run_1/zoom.png
Region (19, 6) to (49, 36) um. Cells in gray, sequential cells in the stronger gray; small squares are vias.
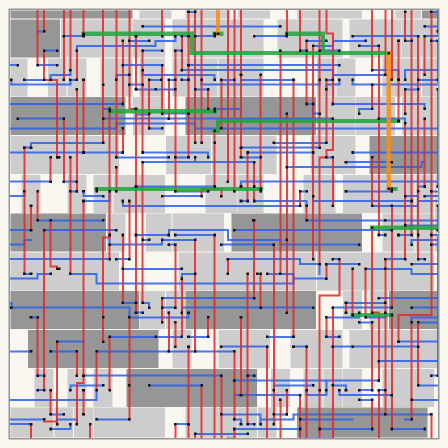
run_1/clock_map.png
(6 px per um)
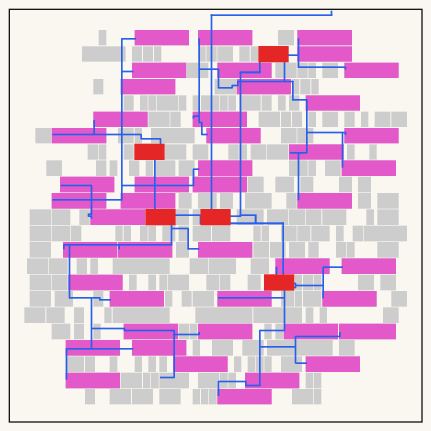
run_1/final_congestion.png
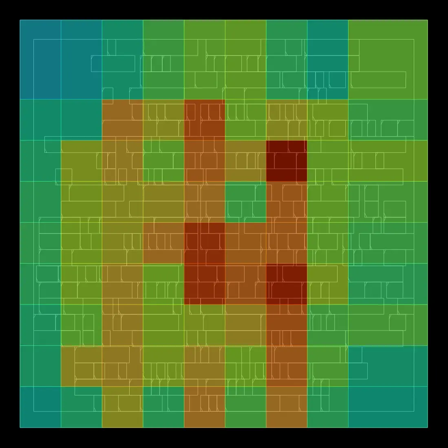
run_1/wire_density.png
(6 px per um) 14 x 14 tiles, from white (low) to dark blue (high), scaled to the fullest tile. Values are wire area over tile area, all layers added.
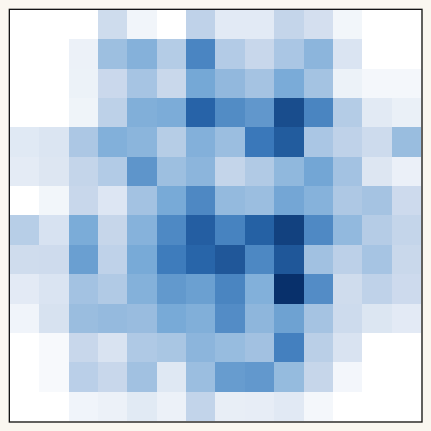
==> config.mk <==
export PLATFORM = sky130hd
export DESIGN_NAME = serial_adder_sequencer
export DESIGN_NICKNAME = d
export VERILOG_FILES = /design/src/rtl/serial_adder_sequencer.sv
export SDC_FILE = /design/constraint.sdc
export NUM_CORES = 1
export LEC_CHECK = 0
export CORE_MARGIN = 2
export CORE_UTILIZATION = 52
export CTS_CLUSTER_SIZE = 10
export DETAILED_ROUTE_END_ITERATION = 8
export PLACE_DENSITY = 0.8
export SKIP_CTS_REPAIR_TIMING = 1
export SLEW_MARGIN = 10
export SYNTH_ARGS = -nofsm -noshare
export SYNTH_HDL_FRONTEND = slang
export SYNTH_SLANG_ARGS = --single-unit
==> constraint.sdc <==
create_clock -name clk -period 1.93 [get_ports clk]
set_input_delay 0.386 -clock clk [delete_from_list [all_inputs] [get_ports clk]]
set_output_delay 0.386 -clock clk [all_outputs]
set_load 0.1 [all_outputs]
==> flow_metrics.rpt, run 1 <==
FLOW METRICS REPORT
----------------------------------------------------
[Routing]
  Mean number of vias per cell ........................ 5.351

[Clocking]
  Inserted Clock Buffers ........................ 5
  CTS tree ........................ yes
  Cell at the root of the clock tree ........................ sky130_fd_sc_hd__clkbuf_8

[Layout]
  Register area ........................ ~1100 um2
  Filler-free cell count of the finished design ........................ a little over 300
  Number of clock buffers in the layout ........................ 7
  Post-route cell area ........................ ~2700 um2
  Final antenna diode count ........................ 0
  Most used cells in the layout excluding fill and tap cells ........................ sky130_fd_sc_hd__nand2_1 (60), sky130_fd_sc_hd__dfrtp_1 (44), sky130_fd_sc_hd__o21ai_0 (27)
  Sequential cell count ........................ between 40 and 50
  Final core utilization ........................ about two thirds

[Status]
  Result of the run ........................ finished clean

[Place]
  Placed cell area ........................ 2592 um2
  Number of buffer cells added on primary ports ........................ 38
  Worst slack at placement ........................ roughly 0.16 ns

[Setup path]
  CP max FO ........................ 15
  Delay of the slowest critical-path stage ........................ about 0.59 ns
  Cell type of the slowest stage on the worst timing path ........................ sky130_fd_sc_hd__mux4_1

[GRT]
  First-pass GRT wire length ........................ around 7 mm
  Aggregate global routing overflow ........................ 0

[STA]
  Slew at the pin closest to its max-slew limit ........................ 0.4663 ns

[Pwr]
  Switching power ........................ 1.988 mW
  Combinational group share of total power ........................ around half

[Synth]
  Cells after Synth ........................ between 200 and 250

[Floorplan]
  Die outline width ........................ 68.54 um

----------------------------------------------------
Notes on zoom.png above:
Blue marks met1. Orange marks met4. Green marks met3. Red marks met2.
Most frequent: nand2_1 (25), dfrtp_1 (10), clkdlybuf4s50_1 (6). Sequential cells in the window: 10. 76 logic cells have their middle in the window.

Notes on clock_map.png above:
Blue marks clock wires, length 516 um. Magenta marks flip-flops, count 45. Red marks cells driving clock nets, count 5.
There are 6 routed clock nets.
Clk. pwr: 0.725 mW
maximum clock skew at final layout: 0.004927 ns
part of the total power dissipated in the clock network: 16.2%
Worst-Skew Late Latency: 0.29 ns

Notes on final_congestion.png above:
global-route usage over all layers: 20.87%
met1 usage: 28.18%
met3 capacity usage during global routing: 5.195%
busiest grt layer: met2

Notes on wire_density.png above:
The emptiest ninth of the die: north-west. The densest ninth of the die: center. 19% of the tiles are over half the peak. 13% of the tiles are nearly empty. The mean over all tiles is 0.15.
overall routed net length: 4.382 mm
routed wirelength normalized by instance count: 14.23 um
Vias: 1648

==> run 2: changes to the inputs <==
- CORE_UTILIZATION: 52 -> 47
- PLACE_DENSITY: 0.8 -> 0.77
- clock period: 1.93 -> 1.4 ns (I/O delays scaled with it)
run_2/clock_map.png
(4 px per um)
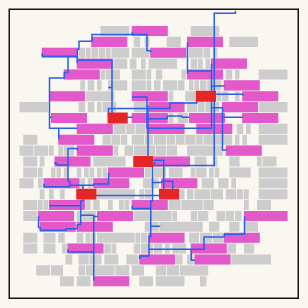
Red marks cells driving clock nets, count 5. Blue marks clock wires, length 525 um. Magenta marks flip-flops, count 45.
Position of the flops: spread over the die. There are 6 routed clock nets.
part of the total power dissipated in the clock network: 14.8%
maximum clock skew at final layout: 0.003818 ns

==> flow_metrics.rpt, run 2 <==
FLOW METRICS REPORT
----------------------------------------------------
[Status]
  Result of the run ........................ finished with violations
  Violated checks ........................ setup timing

[Layout]
  Final antenna diode count ........................ 0
  Most used cells in the layout excluding fill and tap cells ........................ sky130_fd_sc_hd__nand2_1 (60), sky130_fd_sc_hd__dfrtp_1 (43), sky130_fd_sc_hd__o21ai_0 (23)
  Number of clock buffers in the layout ........................ 7
  Register area ........................ roughly 1100 um2
  Filler-free cell count of the finished design ........................ ~320
  Sequential cell count ........................ between 40 and 50
  Final core utilization ........................ a little over two thirds
  Post-route cell area ........................ 3049 um2

[Clocking]
  Worst-Skew Late Latency ........................ between 0.2 and 0.3 ns
  Cell at the root of the clock tree ........................ sky130_fd_sc_hd__clkbuf_8
  Inserted Clock Buffers ........................ 5
  CTS tree ........................ yes

[Setup path]
  CP max FO ........................ 5
  Critical path arrival ........................ approximately 1.8 ns
  Critical path depth in cells ........................ 5

[Pwr]
  Clk. pwr ........................ approximately 1.0 mW
  Combinational group share of total power ........................ 52.6%
  Switching power ........................ slightly below 3 mW

[Place]
  Placed cell area ........................ between 2000 and 3000 um2
  Worst slack at placement ........................ -0.1651 ns

[STA]
  Final setup violation count ........................ 3
  Least setup slack across all paths after layout ........................ -0.1803 ns
  Slew at the pin closest to its max-slew limit ........................ between 0.3 and 0.4 ns

[Synth]
  Flip-flop cell with the highest count after synthesis ........................ sky130_fd_sc_hd__dfrtp_1
  Cells after Synth ........................ roughly 220

[Floorplan]
  Die outline width ........................ 71.89 um

[GRT]
  Busiest grt layer ........................ met2
  First-pass GRT wire length ........................ around 8 mm
  Met1 usage ........................ between 20% and 30%
  Met3 capacity usage during global routing ........................ about 4.8%

----------------------------------------------------
run_2/wire_density.png
(4 px per um) 14 x 14 tiles, from white (low) to dark blue (high), scaled to the fullest tile. Values are wire area over tile area, all layers added.
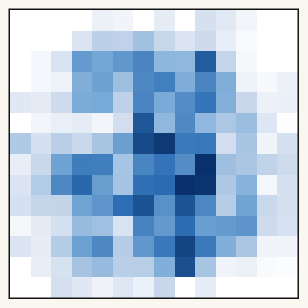
28% of the tiles are over half the peak. The mean over all tiles is 0.14. The fullest tile reaches 0.44. 14% of the tiles are nearly empty. The densest ninth of the die: center.
overall routed net length: 4.707 mm
routed wirelength normalized by instance count: 14.62 um
Vias: 1727
global-route usage over all layers: 19.94%

Power figures rest on the tool's default switching activity, not on a simulated workload.
